### Ports around the boundary

Pins as bars across the die edge, other pins in gray.
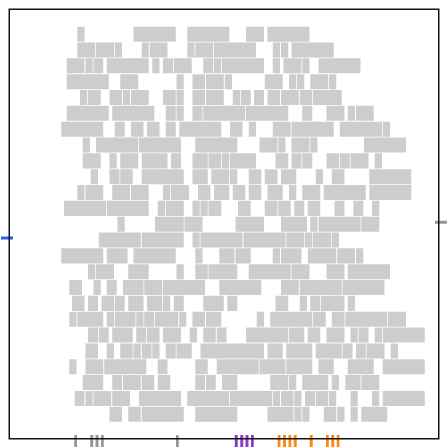
### Routed metal, one color a layer

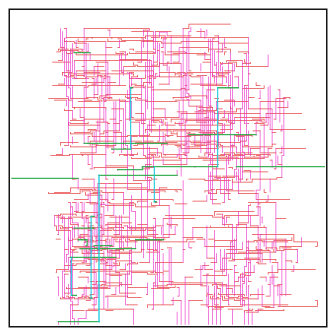
### Placement by cell class

Fill, decap, tap and diode cells in gray.
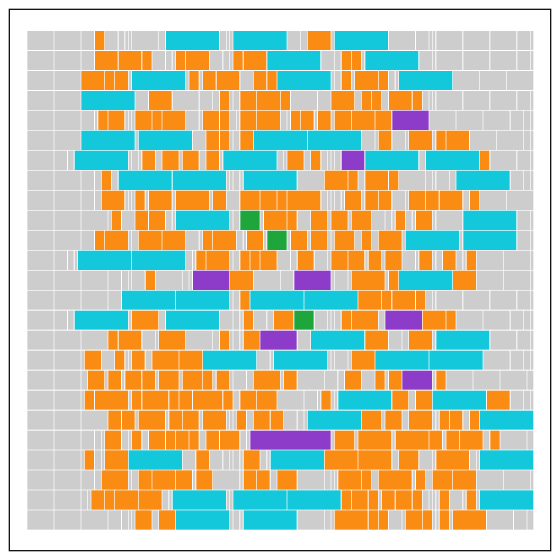
### Clock wires, drivers and flops

The bar under the picture is 20 um long.
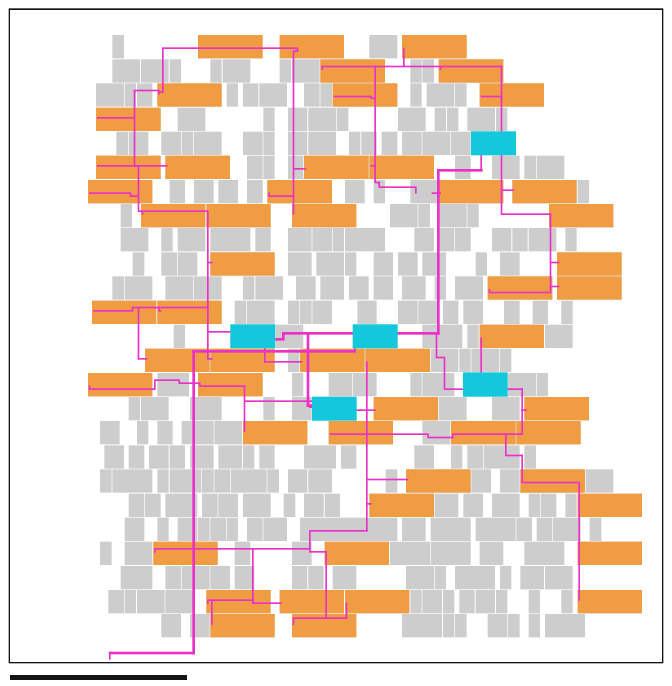
### Cell outlines without signal wires

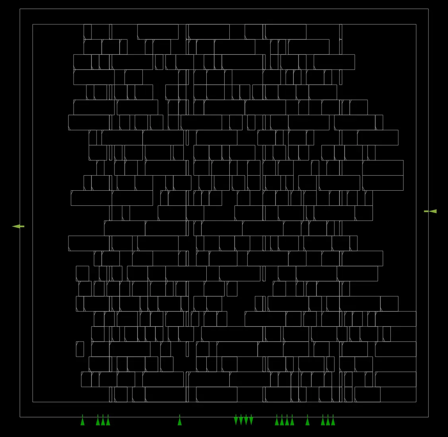
<file path="config.mk">
export PLATFORM = sky130hd
export DESIGN_NAME = led_pattern_gen_flat
export DESIGN_NICKNAME = d
export VERILOG_FILES = /design/src/rtl/led_pattern_gen_pkg.sv /design/src/rtl/led_pattern_gen_if.sv /design/src/rtl/led_pattern_gen_tick_prescaler.sv /design/src/rtl/led_pattern_gen.sv /design/src/flat_wrapper.sv
export SDC_FILE = /design/constraint.sdc
export NUM_CORES = 1
export LEC_CHECK = 0
export CAP_MARGIN = 20
export CORE_MARGIN = 2
export CORE_UTILIZATION = 55
export CTS_CLUSTER_SIZE = 10
export DETAILED_ROUTE_END_ITERATION = 8
export DONT_BUFFER_PORTS = 1
export PLACE_DENSITY = 0.8
export SYNTH_ARGS = -nofsm -noshare
export SYNTH_HDL_FRONTEND = slang
export SYNTH_SLANG_ARGS = --single-unit
</file>
<file path="constraint.sdc">
create_clock -name clk -period 2.9 [get_ports clk]
set_input_delay 0.29 -clock clk [delete_from_list [all_inputs] [get_ports clk]]
set_output_delay 0.29 -clock clk [all_outputs]
set_load 0.02 [all_outputs]
</file>
<file path="src/rtl/led_pattern_gen_pkg.sv">
// Shared types and helpers for the LED pattern generator.
//   mode_e       : 3-bit pattern select (codes 6-7 are unused and act as OFF)
//   MODE_W       : width of mode_e
//   MAX_LEDS     : widest LED bank the helper function can describe
//   init_pattern : pattern a mode starts from, for a bank of n LEDs
package led_pattern_pkg;

  localparam int MODE_W   = 3;
  localparam int MAX_LEDS = 64;

  typedef enum logic [MODE_W-1:0] {
    MODE_OFF    = 3'd0,
    MODE_ON     = 3'd1,
    MODE_BLINK  = 3'd2,
    MODE_CHASE  = 3'd3,
    MODE_BOUNCE = 3'd4,
    MODE_COUNT  = 3'd5
  } mode_e;

  // Result is MAX_LEDS wide; the caller keeps the low n bits (n <= MAX_LEDS).
  function automatic logic [MAX_LEDS-1:0] init_pattern(input mode_e m, input int unsigned n);
    logic [MAX_LEDS-1:0] all_ones;
    logic [MAX_LEDS-1:0] lsb_only;
    all_ones = {MAX_LEDS{1'b1}} >> (MAX_LEDS - n);
    lsb_only = {{(MAX_LEDS-1){1'b0}}, 1'b1};
    case (m)
      MODE_ON:                 return all_ones;
      MODE_CHASE, MODE_BOUNCE: return lsb_only;
      default:                 return '0;
    endcase
  endfunction

endpackage

</file>
<file path="src/rtl/led_pattern_gen_if.sv">
// Control/status bundle of the LED pattern generator.
//   master : drives enable, mode, brightness; observes out, tick
//   slave  : the generator itself
interface led_pattern_gen_if
  import led_pattern_pkg::*;
#(
  parameter int NUM_LEDS  = 4,
  parameter int PWM_WIDTH = 8
) ();

  logic                 enable;
  mode_e                mode;
  logic [PWM_WIDTH-1:0] brightness;
  logic [NUM_LEDS-1:0]  out;
  logic                 tick;

  modport master (output enable, output mode, output brightness, input out, input tick);
  modport slave  (input enable, input mode, input brightness, output out, output tick);

endinterface

</file>
<file path="src/rtl/led_pattern_gen_tick_prescaler.sv">
// Step-interval prescaler: counts 0..TICK_COUNT-1 while enabled.
//   clk, rst : clock, synchronous active-high reset
//   enable   : count when high, hold when low
//   clear    : force the count back to 0 (wins over enable, suppresses tick)
//   tick     : combinational strobe, high on the cycle the count wraps
module tick_prescaler #(
  parameter int          COUNT_WIDTH = 32,
  parameter int unsigned TICK_COUNT  = 25_000_000
) (
  input  logic clk,
  input  logic rst,
  input  logic enable,
  input  logic clear,
  output logic tick
);

  localparam logic [COUNT_WIDTH-1:0] TERM = COUNT_WIDTH'(TICK_COUNT - 1);

  logic [COUNT_WIDTH-1:0] cnt_q, cnt_d;
  logic                   at_term;

  assign at_term = (cnt_q == TERM);
  assign tick    = enable && !clear && at_term;

  always_comb begin
    cnt_d = cnt_q;
    if (clear) begin
      cnt_d = '0;
    end else if (enable) begin
      cnt_d = at_term ? '0 : cnt_q + 1'b1;
    end
  end

  always_ff @(posedge clk) begin
    if (rst) cnt_q <= '0;
    else     cnt_q <= cnt_d;
  end

endmodule

</file>
<file path="src/rtl/led_pattern_gen.sv">
// LED pattern generator: steps one of six patterns every TICK_COUNT cycles
// and gates the result with a free-running PWM for global brightness.
//   clk, rst       : system clock, synchronous active-high reset
//   bus.enable     : run (1) / pause (0) the pattern; PWM always runs
//   bus.mode       : pattern select (mode_e)
//   bus.brightness : PWM duty, all ones = fully on
//   bus.out        : registered LED drive
//   bus.tick       : registered one-cycle pulse while a new pattern is held
module led_pattern_gen
  import led_pattern_pkg::*;
#(
  parameter int          NUM_LEDS    = 4,
  parameter int          COUNT_WIDTH = 32,
  parameter int unsigned TICK_COUNT  = 25_000_000,
  parameter int          PWM_WIDTH   = 8
) (
  input logic             clk,
  input logic             rst,
  led_pattern_gen_if.slave bus
);

  localparam logic [0:0] DIR_UP   = 1'b0;
  localparam logic [0:0] DIR_DOWN = 1'b1;

  mode_e                mode_q;
  logic [NUM_LEDS-1:0]  pattern_q, pattern_d;
  logic [0:0]           dir_q, dir_d;
  logic                 tick_q, tick_d;
  logic [PWM_WIDTH-1:0] pwm_cnt_q;
  logic [NUM_LEDS-1:0]  out_q;

  logic                 mode_chg;
  logic                 step;
  logic                 gate;
  logic [MAX_LEDS-1:0]  init_w;
  logic [NUM_LEDS-1:0]  shl, shr;

  assign mode_chg = (bus.mode != mode_q);
  assign init_w   = init_pattern(bus.mode, NUM_LEDS);
  assign shl      = pattern_q << 1;
  assign shr      = pattern_q >> 1;
  assign gate     = (bus.brightness == '1) || (pwm_cnt_q < bus.brightness);

  // A mode change clears the prescaler, which also masks a coincident step.
  tick_prescaler #(
    .COUNT_WIDTH (COUNT_WIDTH),
    .TICK_COUNT  (TICK_COUNT)
  ) u_prescaler (
    .clk    (clk),
    .rst    (rst),
    .enable (bus.enable),
    .clear  (mode_chg),
    .tick   (step)
  );

  always_comb begin
    pattern_d = pattern_q;
    dir_d     = dir_q;
    tick_d    = 1'b0;
    if (mode_chg) begin
      pattern_d = init_w[NUM_LEDS-1:0];
      dir_d     = DIR_UP;
    end else if (step) begin
      tick_d = 1'b1;
      case (mode_q)
        MODE_ON:    pattern_d = '1;
        MODE_BLINK: pattern_d = ~pattern_q;
        MODE_CHASE: pattern_d = shl | (pattern_q >> (NUM_LEDS - 1));
        MODE_BOUNCE: begin
          // Turn around as soon as an end bit is lit so ends are shown once.
          if (NUM_LEDS == 1) begin
            pattern_d = pattern_q;
          end else if (dir_q == DIR_UP) begin
            pattern_d = shl;
            if (shl[NUM_LEDS-1]) dir_d = DIR_DOWN;
          end else begin
            pattern_d = shr;
            if (shr[0]) dir_d = DIR_UP;
          end
        end
        MODE_COUNT: pattern_d = pattern_q + 1'b1;
        default:    pattern_d = '0;
      endcase
    end
  end

  always_ff @(posedge clk) begin
    if (rst) begin
      mode_q    <= MODE_OFF;
      pattern_q <= '0;
      dir_q     <= DIR_UP;
      tick_q    <= 1'b0;
      pwm_cnt_q <= '0;
      out_q     <= '0;
    end else begin
      mode_q    <= bus.mode;
      pattern_q <= pattern_d;
      dir_q     <= dir_d;
      tick_q    <= tick_d;
      pwm_cnt_q <= pwm_cnt_q + 1'b1;
      out_q     <= pattern_q & {NUM_LEDS{gate}};
    end
  end

  assign bus.out  = out_q;
  assign bus.tick = tick_q;

endmodule

</file>
<file path="src/flat_wrapper.sv">
// flat-port wrapper written by rule: the top's interface ports become plain ports
module led_pattern_gen_flat import led_pattern_pkg::*;
#(
  parameter int          NUM_LEDS    = 4,
  parameter int          COUNT_WIDTH = 32,
  parameter int unsigned TICK_COUNT  = 25_000_000,
  parameter int          PWM_WIDTH   = 8
)
  (clk, rst, bus_enable, bus_mode, bus_brightness, bus_out, bus_tick);
  led_pattern_gen_if #(.NUM_LEDS(NUM_LEDS), .PWM_WIDTH(PWM_WIDTH)) bus_i ();
  input logic clk;
  input logic rst;
  input wire logic [$bits(bus_i.enable)-1:0] bus_enable;
  input wire logic [$bits(bus_i.mode)-1:0] bus_mode;
  input wire logic [$bits(bus_i.brightness)-1:0] bus_brightness;
  output wire logic [$bits(bus_i.out)-1:0] bus_out;
  output wire logic [$bits(bus_i.tick)-1:0] bus_tick;
  assign bus_i.enable = bus_enable;
  assign bus_i.mode = bus_mode;
  assign bus_i.brightness = bus_brightness;
  assign bus_out = bus_i.out;
  assign bus_tick = bus_i.tick;
  led_pattern_gen #(.NUM_LEDS(NUM_LEDS), .COUNT_WIDTH(COUNT_WIDTH), .TICK_COUNT(TICK_COUNT), .PWM_WIDTH(PWM_WIDTH)) u_core (.clk(clk), .rst(rst), .bus(bus_i));
endmodule
</file>
==> metrics.csv <==
metric,value,unit
cts_buffer_depth,2,
critPathCaptureType,flop,
crit_path_end,u_core.dir_q,
wire_per_inst,13.2,um
largest_class,multi-input combinational cells,
nets,335,
power.switching,0.300,mW
synth.top_cell.area_share,39.9,%
buffer_area_share,0.798,%
power_leader,sequential cells,
hold_buffers,0,
synthTopCellsByArea,"dfxtp_1 (40%), xor2_1 (7.9%), nor2_1 (7.2%)",
finalCritPeriodShare,78.0,%
layout_top_cell,dfxtp_1,
groute.layer.met3.usage,4.12,%
finalSetupViolCount,0,
warning_count,26,
antenna_found_initial,0,
power_density,473,nW/um2
comb_area,1500,um2
worst_slew_pin_slew,0.621,ns
place_ws,0.672,ns
post_cts_buffers,0,
globalRouteMet1Util,27.3,%
drt_iter0_drc,143,
min_delay_path_depth,1,
crit_start,u_core.u_prescaler.cnt_q[0],
clock_buffers,5,
synth_area_leader_cell,dfxtp_1,
worstPathCellList,"ha_1, nand3_1, nand2b_1, or4_1, or4b_1, a21oi_1",
pg_seq,0.754,mW
initial_core_util,56.6,%
grt_max_degree,33,
grtUsageMet2,29.2,%
gp_congestion,0.897,
via_per_inst,5.75,
dp_hpwl,3460,um
worst_path_max_delay_cell,or4_1,
p_int,1.04,mW
grt_usage,19.6,%
met3_length,180,um
ys.flop_type,dfxtp_1,
ys_ff,53,
crit_required,3.14,ns
edf_count,0,
cap_violations,0,
logic_gates,235,
drt-met1-wl,2370,um
route.met2.wl,2180,um
ant_nets,0,
layout-drive-gt1-share,4.49,%
synthesis.instances,311,
sh_comb_area,53.3,%
pin_count,19,
syn-cell-area,2660,um2
cts_tree,yes,
hold_violations,0,
rsz0062_at_grt,no,
num-fill-cells,420,
yosysSeqAreaShare,39.9,%
slew_headroom,58.0,%
lay_top_cells,"dfxtp_1 (53), nor2_1 (51), xor2_1 (24), nand3_1 (18), nand4_1 (16)",
clock_sinks,53,
grt_pass1_wl,8560,um
crit_fanout,7,
clock.fmax,442,MHz
place_area,2700,um2
ctsRootBufferMaster,clkbuf_8,
ys_types,37,
power,1.34,mW
ys_cells,311,
max_stage_delay,0.60,ns
worst_setup_hold_path_clk_slew,0.10,ns
status,completed,
r2r-end,u_core.dir_q,
reg2reg_slack,0.64,ns
r2r-start,u_core.u_prescaler.cnt_q[0],
hold_end,u_core.mode_q[1],
grt_pass1_vias,1936,
swShare,22.5,%
area_growth,6.21,%
p_comb_share,5.1,%
busiest_layer,met2,
seqPwrFrac,56.4,%
die-area,5400,um2
cp-start-kind,flop,
p_leak,1.03,nW
cts_buffers,5,
avgSynthCellArea,8.55,um2
overflow,0,
hold_class,input port to flop,
route.detailed.drc,0,
async_reset_ff_share,0,%
top_cell,dfxtp_1,
fin_ws,0.638,ns
period_minus_slack,2.26,ns
worstHoldStart,rst,
## Picture notes: 'Ports around the boundary'
purple -> `bus_out`  # pins 4, direction output, edge south
blue -> `bus_tick`  # pins 1, direction output, edge west
orange -> `bus_brightness`  # pins 8, direction input, edge south
die height: 73.5 um
Die W: 73.5 um
IO buf count: 0

## Picture notes: 'Routed metal, one color a layer'
cyan -> metal 4  # wire length 103 um
red -> metal 1  # wire length 2370 um
magenta -> metal 2  # wire length 2180 um
green -> metal 3  # wire length 180 um
routed vias: 2105
drt total wl: 4840 um

## Picture notes: 'Placement by cell class'
cyan -> sequential cells  # cells 53, share of their area 39%
green -> remaining buffers and delay cells  # cells 3, share of their area 0.82%
orange -> combinational and other logic  # cells 248, share of their area 56%
purple -> clock drivers and dummy loads  # cells 8, share of their area 4.3%
utilization after layout: 60.2%
fin area: 2820 um2
flop share of the area: 37.6%
core area: 4690 um2
row count: 25

## Picture notes: 'Clock wires, drivers and flops'
orange -> flip-flops  # count 53
cyan -> clock drivers  # count 5
magenta -> clock wires  # length 556 um
routed clock nets = 6
clk_lat worst skew: 0.31 ns
P_clk: 0.515 mW
clock group share of total power: 38.5%
Worst Skew: 0.0138 ns

## Picture notes: 'Cell outlines without signal wires'
Finished Layout Cells: 366
tap cells: 54
flip-flops: 53

[sequential cells by signal, indices dropped and copies added, names as in the netlist]
signal and flops:
u_core.mode_q 3, u_core.pattern_q 4, u_core.u_prescaler.cnt_q 32, u_core.dir_q 1
u_core.bus.tick 1, u_core.bus.out 4, u_core.pwm_cnt_q 8
[kinds of logic (layout without fill, tap and decap cells)]
family,count (synthesis),after routing,share of synthesized area (%)
adder cells (fa/ha/maj),10,10,4.71
flip-flops,53,53,39.9
multiplexers,2,2,0.753
buffers and inverters,23,24,3.48
AND-OR/OR-AND,34,34,8.90
AND/OR/NAND/NOR,150,150,29.4
XOR/XNOR,39,39,12.9
Power is estimated from default activity; no workload was simulated.
